**config.mk**
```make
export PLATFORM = sky130hd
export DESIGN_NAME = mp_arith_seq
export DESIGN_NICKNAME = d
export VERILOG_FILES = /design/src/rtl/mp_arith_seq.sv
export SDC_FILE = /design/constraint.sdc
export NUM_CORES = 1
export LEC_CHECK = 0
export CAP_MARGIN = 20
export CORE_ASPECT_RATIO = 1.5
export CORE_MARGIN = 2
export CORE_UTILIZATION = 45
export CTS_CLUSTER_DIAMETER = 50
export DETAILED_ROUTE_END_ITERATION = 8
export PLACE_DENSITY = 0.88
export SETUP_SLACK_MARGIN = 0.02
export SLEW_MARGIN = 30
export SYNTH_ARGS = -nofsm -noshare
export SYNTH_HDL_FRONTEND = slang
export SYNTH_SLANG_ARGS = --single-unit
```
**constraint.sdc**
```tcl
create_clock -name clk_i -period 2.6 [get_ports clk_i]
set_clock_uncertainty 0.15 [all_clocks]
set_input_delay 0.26 -clock clk_i [delete_from_list [all_inputs] [get_ports clk_i]]
set_output_delay 0.26 -clock clk_i [all_outputs]
set_load 0.005 [all_outputs]
```
**src/rtl/mp_arith_seq.sv**
```systemverilog
// mp_arith_seq: multi-precision add/subtract sequencer driving RF lane 0 and the AB.
// Accepts one N-word command, then walks operand/result registers one word
// per clock, chaining the ALU carry and accumulating aggregate flags.
// Optional feature macro: MP_ARITH_SEQ_ABORT_EN (adds abort_i / aborted_o).
// Ports:
//   clk_i, rst_i                 clock, synchronous active-high reset
//   start_i, ready_o             command handshake (accepted in IDLE)
//   cmd_sub_i, carry_in_i, len_i command: op, word-0 carry, word count - 1
//   a_base_i, b_base_i, r_base_i base registers (least-significant word)
//   select_a/b/r_o, write_en_o   RF lane-0 read/write controls
//   ab_op_o, cf_o                AB opcode and carry in
//   alu_cf/zf/of/sf_i            per-word ALU flags
//   busy_o, done_o               RUN indicator, one-cycle completion pulse
//   res_cf/zf/of/sf_o            aggregate flags
//   abort_i, aborted_o           early termination (MP_ARITH_SEQ_ABORT_EN only)
module mp_arith_seq #(
  parameter int unsigned ADDRESS_WIDTH = 5,
  parameter logic [1:0]  ADD_OP        = 2'b00,
  parameter logic [1:0]  SUB_OP        = 2'b01
) (
  input  logic                     clk_i,
  input  logic                     rst_i,
  input  logic                     start_i,
  output logic                     ready_o,
  input  logic                     cmd_sub_i,
  input  logic                     carry_in_i,
  input  logic [ADDRESS_WIDTH-1:0] len_i,
  input  logic [ADDRESS_WIDTH-1:0] a_base_i,
  input  logic [ADDRESS_WIDTH-1:0] b_base_i,
  input  logic [ADDRESS_WIDTH-1:0] r_base_i,
  output logic [ADDRESS_WIDTH-1:0] select_a_o,
  output logic [ADDRESS_WIDTH-1:0] select_b_o,
  output logic [ADDRESS_WIDTH-1:0] select_r_o,
  output logic                     write_en_o,
  output logic [1:0]               ab_op_o,
  output logic                     cf_o,
  input  logic                     alu_cf_i,
  input  logic                     alu_zf_i,
  input  logic                     alu_of_i,
  input  logic                     alu_sf_i,
`ifdef MP_ARITH_SEQ_ABORT_EN
  input  logic                     abort_i,
  output logic                     aborted_o,
`endif
  output logic                     busy_o,
  output logic                     done_o,
  output logic                     res_cf_o,
  output logic                     res_zf_o,
  output logic                     res_of_o,
  output logic                     res_sf_o
);

  localparam int unsigned AW = ADDRESS_WIDTH;

  typedef enum logic [1:0] {IDLE, RUN, DONE} state_t;

  state_t        state_q, state_d;
  logic [AW-1:0] k_q, k_d, len_q, len_d;
  logic [AW-1:0] a_base_q, a_base_d, b_base_q, b_base_d, r_base_q, r_base_d;
  logic          sub_q, sub_d, c_q, c_d, zacc_q, zacc_d, of_q, of_d, sf_q, sf_d;
  logic          res_cf_d, res_zf_d, res_of_d, res_sf_d;
  logic          we_q, abort_hit, run_d;

`ifdef MP_ARITH_SEQ_ABORT_EN
  assign abort_hit = abort_i & (state_q == RUN);
`else
  assign abort_hit = 1'b0;
`endif

  // Write enable is dropped immediately when reset or abort arrives so the
  // current word is not committed.
  assign write_en_o = we_q & ~rst_i & ~abort_hit;

  // Next-state and datapath-register update
  always_comb begin
    state_d  = state_q;
    k_d      = k_q;
    len_d    = len_q;
    a_base_d = a_base_q;
    b_base_d = b_base_q;
    r_base_d = r_base_q;
    sub_d    = sub_q;
    c_d      = c_q;
    zacc_d   = zacc_q;
    of_d     = of_q;
    sf_d     = sf_q;
    res_cf_d = res_cf_o;
    res_zf_d = res_zf_o;
    res_of_d = res_of_o;
    res_sf_d = res_sf_o;
    unique case (state_q)
      IDLE: begin
        if (start_i) begin
          state_d  = RUN;
          k_d      = '0;
          len_d    = len_i;
          a_base_d = a_base_i;
          b_base_d = b_base_i;
          r_base_d = r_base_i;
          sub_d    = cmd_sub_i;
          c_d      = carry_in_i;
          zacc_d   = 1'b1;
          of_d     = 1'b0;
          sf_d     = 1'b0;
        end
      end
      RUN: begin
        if (abort_hit) begin
          // Report flags of the words completed so far
          state_d  = DONE;
          res_cf_d = c_q;
          res_zf_d = zacc_q;
          res_of_d = of_q;
          res_sf_d = sf_q;
        end else begin
          c_d    = alu_cf_i;
          zacc_d = zacc_q & alu_zf_i;
          of_d   = alu_of_i;
          sf_d   = alu_sf_i;
          k_d    = k_q + AW'(1);
          if (k_q == len_q) begin
            state_d  = DONE;
            res_cf_d = alu_cf_i;
            res_zf_d = zacc_q & alu_zf_i;
            res_of_d = alu_of_i;
            res_sf_d = alu_sf_i;
          end
        end
      end
      DONE:    state_d = IDLE;
      default: state_d = IDLE;
    endcase
  end

  assign run_d = (state_d == RUN);

  // State and registered outputs, computed from the next state
  always_ff @(posedge clk_i) begin
    if (rst_i) begin
      state_q    <= IDLE;
      k_q        <= '0;
      len_q      <= '0;
      a_base_q   <= '0;
      b_base_q   <= '0;
      r_base_q   <= '0;
      sub_q      <= 1'b0;
      c_q        <= 1'b0;
      zacc_q     <= 1'b0;
      of_q       <= 1'b0;
      sf_q       <= 1'b0;
      ready_o    <= 1'b1;
      busy_o     <= 1'b0;
      done_o     <= 1'b0;
      we_q       <= 1'b0;
      select_a_o <= '0;
      select_b_o <= '0;
      select_r_o <= '0;
      ab_op_o    <= 2'b00;
      cf_o       <= 1'b0;
      res_cf_o   <= 1'b0;
      res_zf_o   <= 1'b0;
      res_of_o   <= 1'b0;
      res_sf_o   <= 1'b0;
    end else begin
      state_q    <= state_d;
      k_q        <= k_d;
      len_q      <= len_d;
      a_base_q   <= a_base_d;
      b_base_q   <= b_base_d;
      r_base_q   <= r_base_d;
      sub_q      <= sub_d;
      c_q        <= c_d;
      zacc_q     <= zacc_d;
      of_q       <= of_d;
      sf_q       <= sf_d;
      ready_o    <= (state_d == IDLE);
      busy_o     <= run_d;
      done_o     <= (state_d == DONE);
      we_q       <= run_d;
      select_a_o <= run_d ? AW'(a_base_d + k_d) : '0;
      select_b_o <= run_d ? AW'(b_base_d + k_d) : '0;
      select_r_o <= run_d ? AW'(r_base_d + k_d) : '0;
      ab_op_o    <= run_d ? (sub_d ? SUB_OP : ADD_OP) : 2'b00;
      cf_o       <= run_d ? c_d : 1'b0;
      res_cf_o   <= res_cf_d;
      res_zf_o   <= res_zf_d;
      res_of_o   <= res_of_d;
      res_sf_o   <= res_sf_d;
    end
  end

`ifdef MP_ARITH_SEQ_ABORT_EN
  // Sticky abort indication, cleared by the next accepted command
  always_ff @(posedge clk_i) begin
    if (rst_i)                          aborted_o <= 1'b0;
    else if (state_q == IDLE && start_i) aborted_o <= 1'b0;
    else if (abort_hit)                 aborted_o <= 1'b1;
  end
`endif

endmodule

```
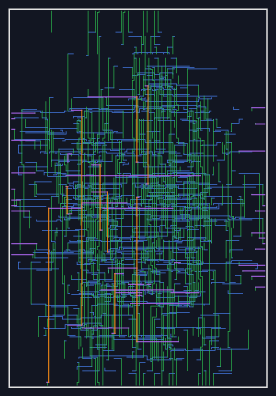
**Above:** run 1 (metal layers overlaid).
(4 px per um)
Key: met4 = orange [wire length 227 um]; met1 = blue [wire length 2410 um]; met2 = green [wire length 3340 um]; met3 = purple [wire length 269 um]

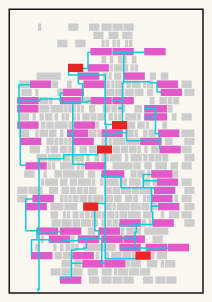
**Above:** run 1 (clock distribution).
(3 px per um)
Key: cells driving clock nets = red [count 5]; clock wires = cyan [length 582 um]; flip-flops = magenta [count 54]
There are 6 routed clock nets.

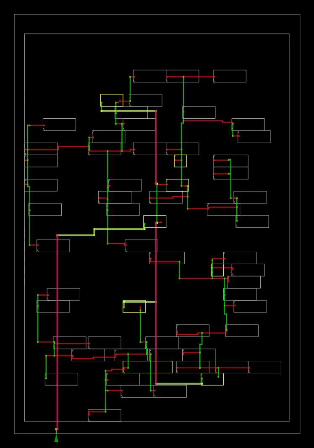
**Above:** run 1 (clock wiring as the flow saved it).
clock net sink count: 54
Clk power: 567 uW
clock buffer count: 5
flop count: 54

==> reports/summary.txt, run 1 <==
Outcome -> completed
IO Pins -> 55
Largest fanout on the critical path -> 7
Synth flops -> 54
Largest net degree at the start of global routing -> 18
End point of the critical path -> select_r_o[4]
Standby leakage power -> 0.001505 uW
Global routing usage summed across all routing layers -> 21.22%
Proportion of register bits with asynchronous set or reset after synthesis -> 0%
Count of mapped cells out of synthesis -> 275
Cell type with the highest aggregate area in the netlist -> dfxtp_1
Vert. Die Dim -> 94.12 um
Fraction of the core area covered by cells at the end of the flow -> 66.21%
Number of setup violations in the final report -> 0
Ratio of cells with drive above 1 in the final layout -> 16.67%
DRC Markers -> 0
Maximum root-to-sink buffer count -> 2
Compound-Gate Fraction of Synth Area -> 14.43%
Area after DPL -> 0.003247 mm^2
Critical path required time -> 2.70 ns
I/O Buffers -> 53
Post-route worst hold slack -> 0.3106 ns
Starting density of the core -> 47.17%
Cell area after layout -> 0.003420 mm^2
Weighted congestion at the end of routability-driven global placement -> 0.8500
Clock group share of total power -> 28.5%
Power dissipated by switching net loads -> 543.8 uW
Slew headroom -> 62.61%
Highest clock frequency the design can meet -> 391.5 MHz
Crit path time final -> 2.554 ns
Stage-log warning count -> 26
TritonCTS Buffers -> 5
Chip area estimate from yosys synthesis -> 0.002436 mm^2
Overflow left after global routing -> 0
Clock Pin Slew Worst Setup and Hold Paths -> 0.10 ns
Slew at the pin closest to its max-slew limit -> 0.5566 ns
IR Drop Worst-Case VDD -> 0.0002763 V
Data arrival at the endpoint of the critical path -> 2.65 ns
Synthesized net count -> 316
Post-layout net count -> 400
Routed wirelength normalized by instance count -> 14.60 um
Synth Area in Adders -> 6.882%
Net switching share of the total power -> 27.32%
Category of the critical setup timing path -> flop to flop
Cell count listed in synth_stat.txt -> 275
Relative contribution of combinational cells to total power -> 25.2%
Number of flops mapped to enable cells by yosys -> 0
Max Slew Vio Count -> 0
Core area -> 0.005165 mm^2
Vias in the first global route -> 2132
Number of library cell types mapped by synthesis -> 44
Commonest register cell after synthesis -> dfxtp_1
Layout-stage area growth over the synthesis result -> 40.37%
Clock network latency to the later pin of the worst-skew pair -> 0.31 ns
Seq/Total Area, Yosys -> 44.38%
Antenna violations before repair -> 0
Sequential cell fraction of total power -> 46.3%
Worst reg2reg setup slack -> 0.05 ns
Kind of capture point of the worst setup path -> flop
Startpoint type of the worst setup path -> flop
Number of cell rows -> 32
Depth of the most critical reg-to-reg path -> 11
Maximum capacitance violations -> 0
YS warnings -> 0
Detailed placer's ending HPWL -> 4406 um
Reg-to-Reg End -> select_r_o[4]
Final hold violation count -> 0
Share of the clock period used by the worst path -> 98.24%
Critical Path Start -> state_q[0]
Fraction of synthesized area in multiplexers -> 5.855%
Initial DRC Count -> 94
Fill cells -> 389
Die Span X -> 64.08 um
Cell types with the highest counts after synthesis -> 54 x dfxtp_1, 40 x nand2_1, 30 x nor2_1
H-tree depth reported by CTS -> 2
Filler-free cell count of the finished design -> 428
Comb area leader -> simple AND/OR/NAND/NOR gates
CTS tree -> done
Initial DRT Pass Iterations -> 4
Internal power component -> 1446 uW
First-pass GRT wire length -> 9756 um
Post-route ant nets -> 0
Fraction of the mapped netlist area in simple logic gates -> 17.67%
Cell area after technology mapping -> 0.002436 mm^2
Sum of negative setup slack -> 0 ns
Mean cell area of the mapped netlist -> 8.858 um^2
Max-area cell share -> 44.38%
Final WL -> 6248 um
Most frequent cell after synthesis -> dfxtp_1
Crit Reg-Reg Startpoint -> state_q[0]
Pwr dens -> 582.0 mW/mm^2
Die ar. -> 0.006030 mm^2
Cell Count Post-Placement -> 417
Ant. Diodes -> 0
Total via count in the routed design -> 2204
Type of the most critical hold path -> input pin to flop
Fraction of synthesized cell area in xor and xnor cells -> 5.598%
CTS root buffer -> clkbuf_8
Vias per Instance -> 5.150
Largest cells by area after synthesis -> dfxtp_1 44%, nand2_1 6.2%, ha_1 5.6%, mux2i_1 4.9%, a21oi_1 4.7%
[run 1: what timing repair did]
item,4_1_cts,5_1_grt
gates cloned,0,1
pin swaps,0,1
resized,1,10
hold buffers,0,0
setup buffers,0,2
setup endpoints to repair,1,4
[run 1: flip-flops by register name, indices dropped and copies added (netlist names), 2 cells and up]
name,flops
b_base_q,5
select_a_o,5
select_b_o,5
r_base_q,5
state_q,2
select_r_o,5
a_base_q,5
k_q,5
len_q,5
[run 1: critical path: stages, from the launching register on]
cell and delay, ns:
dfxtp_2 0.38, buf_4 0.17, nor3b_4 0.37, buf_4 0.18
nand2_1 0.08, nand2_1 0.08, ha_1 0.27, a21o_1 0.20
a31oi_1 0.17, o31ai_2 0.11, a21o_1 0.18, a21oi_1 0.14
[run 1: cell usage in the layout, fill, tap and decap left out, types with 4 or more instances in the layout]
| master | Yosys | layout |
|---|---|---|
| mux2i_1 | 12 | 10 |
| dfxtp_1 | 54 | 51 |
| buf_4 | 3 | 35 |
| o211ai_1 | 5 | 5 |
| nor2b_1 | 4 | 4 |
| inv_1 | 13 | 13 |
| nand3_1 | 4 | 4 |
| xnor2_1 | 10 | 10 |
| clkdlybuf4s50_1 | 0 | 52 |
| nand2_1 | 40 | 40 |
| clkbuf_8 | 0 | 5 |
| a21oi_1 | 23 | 23 |
| ha_1 | 11 | 11 |
| nor2_1 | 30 | 30 |
| a21o_1 | 6 | 6 |
[run 1: cell type report]
class	instances	area, um^2	area share, %
inverter	15	56.30	1.647
timing repair buffer	90	812.0	23.75
clock buffer	5	68.82	2.012
tap	68	85.08	2.488
sequential	54	1085	31.72
multi-input combinational	193	1267	37.07
clock inverter	3	45.04	1.317
[run 1: routing by layer]
metal	routed length (um)	vias up	track usage, %
met5	0	-	0
met4	227	0	12.32
met3	268	19	3.237
met2	3341	68	38.37
met1	2411	1025	23.00
li1	-	1092	-
[run 1: how the worst min path moves through the flow]
stage / start / to / cells after the start
finish: start_i / zacc_q / 4
global route: len_i[3] / len_q[3] / 3
CTS: sub_q / sub_q / 2
detailed placement: sub_q / sub_q / 2
global placement: sub_q / sub_q / 2
floorplan: rst_i / sub_q / 1
[run 1: stage by stage]
| step | power [uW] | setup slack (ns) |
|---|---|---|
| 2_1_floorplan | 1181 | 0.09076 |
| 3_3_place_gp | 1397 | -0.1598 |
| 3_5_place_dp | 1413 | -0.2871 |
| 4_1_cts | 1977 | 0.02935 |
| 5_1_grt | 2084 | -0.02405 |
| 6_report | 1990 | 0.04585 |
[run 1: logic make-up after synthesis]
kind of cell,Yosys count
buf+inv,28
fa+ha+maj,13
simple gates,96
mux,14
compound gates,55
flops,54
other cells,1
xor+xnor,14
[run 1: power by group through the flow]
stage	clock network, uW	logic [uW]	registers [uW]
2_1_floorplan	0	249	932
3_3_place_gp	0	461	936
3_5_place_dp	0	474	938
4_1_cts	576	481	920
5_1_grt	606	548	930
6_report	567	501	922
**Run 1: gate-type map**

(3 px per um)
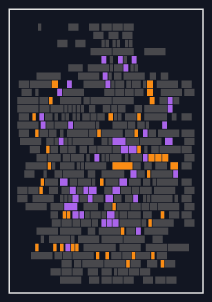

## Run 2: what changed since run 1
--- a/config.mk
+++ b/config.mk
@@ -11,8 +11,8 @@
 export CORE_UTILIZATION = 45
 export CTS_CLUSTER_DIAMETER = 50
 export DETAILED_ROUTE_END_ITERATION = 8
+export GPL_TIMING_DRIVEN = 1
 export PLACE_DENSITY = 0.88
-export SETUP_SLACK_MARGIN = 0.02
 export SLEW_MARGIN = 30
 export SYNTH_ARGS = -nofsm -noshare
 export SYNTH_HDL_FRONTEND = slang
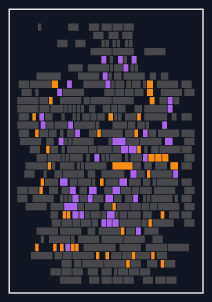
**Above:** run 2 (gate-type map).
(3 px per um)
Key: inverting AOI/OAI gates = purple [cells 43, most used a21oi_1]; NOR gates = orange [cells 40, most used nor2_1]

==> reports/summary.txt, run 2 <==
Ant. Diodes -> 0 (unchanged)
Layout-stage area growth over the synthesis result -> 39.19%
Critical path required time -> 2.71 ns (about the same)
Final WL -> 6065 um (-2.9%)
Share of the clock period used by the worst path -> 95.88% (-2.4 points)
Most frequent cell after synthesis -> dfxtp_1
Routed wirelength normalized by instance count -> 14.27 um (-2.2%)
Max-area cell share -> 44.38% (unchanged)
CTS tree -> done
Pwr dens -> 582.5 mW/mm^2 (about the same)
Number of flops mapped to enable cells by yosys -> 0 (unchanged)
Combinational cell area excluding buffers and inverters -> 0.001259 mm^2 (-0.69%)
Crit path time final -> 2.493 ns (-0.06130 ns)
Number of cell rows -> 32 (unchanged)
Fraction of the core area covered by cells at the end of the flow -> 65.65% (-0.56 points)
Standby leakage power -> 0.001490 uW (-1.0%)
Most instantiated logic cells after routing -> 52 x clkdlybuf4s50_1, 51 x dfxtp_1, 40 x nand2_1
Mean cell area of the mapped netlist -> 8.858 um^2 (unchanged)
Post-layout net count -> 397 (-0.75%)
Slew headroom -> 62.58% (about the same)
Depth of the most critical reg-to-reg path -> 12 (+1)
Initial DRC Count -> 72 (-23%)
Total via count in the routed design -> 2160 (-2.0%)
Sequential cell area -> 0.001085 mm^2 (unchanged)
Starting density of the core -> 47.17% (unchanged)
Largest fanout on the critical path -> 8 (+1)
Commonest register cell after synthesis -> dfxtp_1
Family with the most delay on the worst path -> simple AND/OR/NAND/NOR gates
Detailed placer's ending HPWL -> 4406 um (unchanged)
Sum of negative setup slack -> 0 ns (unchanged)
Max Slew Vio Count -> 0 (unchanged)
Maximum root-to-sink buffer count -> 2 (unchanged)
Synthesized net count -> 316 (unchanged)
Fill cells -> 394 (+1.3%)
Worst path bufs/invs -> 3 (+1)
Vert. Die Dim -> 94.12 um (unchanged)
Count of mapped cells out of synthesis -> 275 (unchanged)
Cell area after technology mapping -> 0.002436 mm^2 (unchanged)
Cell count listed in synth_stat.txt -> 275 (unchanged)
Core area -> 0.005165 mm^2 (unchanged)
Global routing usage summed across all routing layers -> 21.25% (+0.025 points)
Worst hold path startpoint -> start_i
Proportion of register bits with asynchronous set or reset after synthesis -> 0% (unchanged)
Largest net degree at the start of global routing -> 18 (unchanged)
First-pass GRT wire length -> 9770 um (+0.14%)
Vias per Instance -> 5.082 (-1.3%)
YS warnings -> 0 (unchanged)
Maximum capacitance violations -> 0 (unchanged)
Sequence of cells on the critical path -> or3b_4 > buf_4 > nand2_1 > nand2_1 > ha_1 > inv_1 > fa_1 > inv_1 > a21o_1 > a21oi_1 > xnor3_1 > nor2_1
Max stage delay on crit path -> 0.42 ns (+0.04 ns)
Area after DPL -> 0.003247 mm^2 (unchanged)
Synth flops -> 54 (unchanged)
Die Span X -> 64.08 um (unchanged)
Worst setup slack before clock tree synthesis -> -0.2871 ns (unchanged)
Die ar. -> 0.006030 mm^2 (unchanged)
Slowest-stage cell, CP -> or3b_4
Chip area estimate from yosys synthesis -> 0.002436 mm^2 (unchanged)
CTS root buffer -> clkbuf_8
Seq/Total Area, Yosys -> 44.38% (unchanged)
Initial DRT Pass Iterations -> 4 (unchanged)
Antenna violations before repair -> 0 (unchanged)
TritonCTS Buffers -> 5 (unchanged)
Post-CTS Hold Fix Bufs -> 0 (unchanged)
Type of the most critical hold path -> input pin to flop
Cell types with the highest counts after synthesis -> 54 x dfxtp_1, 40 x nand2_1, 30 x nor2_1
Slew at the pin closest to its max-slew limit -> 0.5571 ns (+0.0005274 ns)
Category of the critical setup timing path -> flop to flop
Worst-case hold path end point -> zacc_q
Data arrival at the endpoint of the critical path -> 2.60 ns (-0.05 ns)
Critical Path Start -> state_q[1]
Overflow left after global routing -> 0 (unchanged)
Crit Reg-Reg Startpoint -> state_q[1]
Cell type with the highest aggregate area in the netlist -> dfxtp_1
Reg-to-Reg End -> select_b_o[4]
Startpoint type of the worst setup path -> flop
Cell area after layout -> 0.003391 mm^2 (-0.84%)
Highest clock frequency the design can meet -> 401.1 MHz (+2.5%)
Weighted congestion at the end of routability-driven global placement -> 0.8500 (unchanged)
I/O Buffers -> 53 (unchanged)
Clock network latency to the later pin of the worst-skew pair -> 0.31 ns (about the same)
Outcome -> completed
DRC Markers -> 0 (unchanged)
Stage-log warning count -> 26 (unchanged)
H-tree depth reported by CTS -> 2 (unchanged)
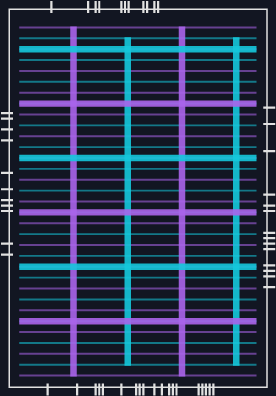
**Above:** run 2 (supply network).
(4 px per um) Pins as bars on the die edge.
Key: VDD = cyan; VSS = purple
55 signal pins sit on the boundary. 4 straps on met4. 33 met1 rails follow the rows. 6 straps on met5.

## run 2: worst max path at each step
stage | end | cells after the start
final | select_b_o[4] | 12
after global routing | select_a_o[4] | 10
after CTS | select_b_o[4] | 13
after detailed placement | select_b_o[4] | 13
after global placement | select_b_o[4] | 13
after floorplan | select_a_o[4] | 13
## run 2: power breakdown
| group | total, uW | internal, uW | switching, uW |
|---|---|---|---|
| Sequential | 922 | 890 | 31.6 |
| Clock | 565 | 286 | 279 |
| Combinational | 488 | 262 | 226 |
| Total | 1980 | 1440 | 536 |
## run 2: per-layer routing
| metal | up-vias | share of wire, % | GRT usage, % | wire length [um] |
|---|---|---|---|---|
| li1 | 1083 | - | - | - |
| met1 | 992 | 38 | 23.07 | 2323 |
| met2 | 68 | 53 | 38.37 | 3229 |
| met3 | 17 | 4.9 | 3.237 | 295 |
| met4 | 0 | 3.6 | 12.32 | 217 |
| met5 | - | 0 | 0 | 0 |
## run 2: kinds of logic (layout without fill, tap and decap cells)
group	count (synthesis)	count (layout)	synth area share [%]
simple gates	96	96	17.67
buf+inv	28	110	5.033
mux	14	14	5.855
flops	54	54	44.38
xor+xnor	14	14	5.598
compound gates	55	55	14.43
other cells	1	1	0.1539
fa+ha+maj	13	13	6.882
## run 2: through the flow
step                hold slack (ns)  std cells  total power, uW
global route                 0.3278        425             2070
global placement             0.3005        417             1397
floorplan                    0.1868        275             1181
finish                       0.3114        425             1975
detailed placement           0.3060        417             1413
CTS                          0.3191        425             1975
## run 2: worst min-delay path, delay by kind of cell
kind / cells / cell delay (ns)
buffers and inverters: 1 / 0.16
and+or+nand+nor: 1 / 0.14
AOI/OAI and AO/OA: 2 / 0.18
## run 2: area by class of cell
type / count / area share [%]
Sequential cell: 54 / 31.99
Inverter: 15 / 1.661
Tap cell: 68 / 2.509
Timing Repair Buffer: 87 / 23.36
Clock inverter: 3 / 1.328
Clock buffer: 5 / 2.030
Multi-Input combinational cell: 193 / 37.12
## run 2: timing repair
action                                 CTS  global route
setup endpoints to repair                0             4
resized                                  0            10
endpoints found under the hold margin    0             0
setup buffers                            0             0
No activity file was given, so power comes from the tool's default toggle rates.
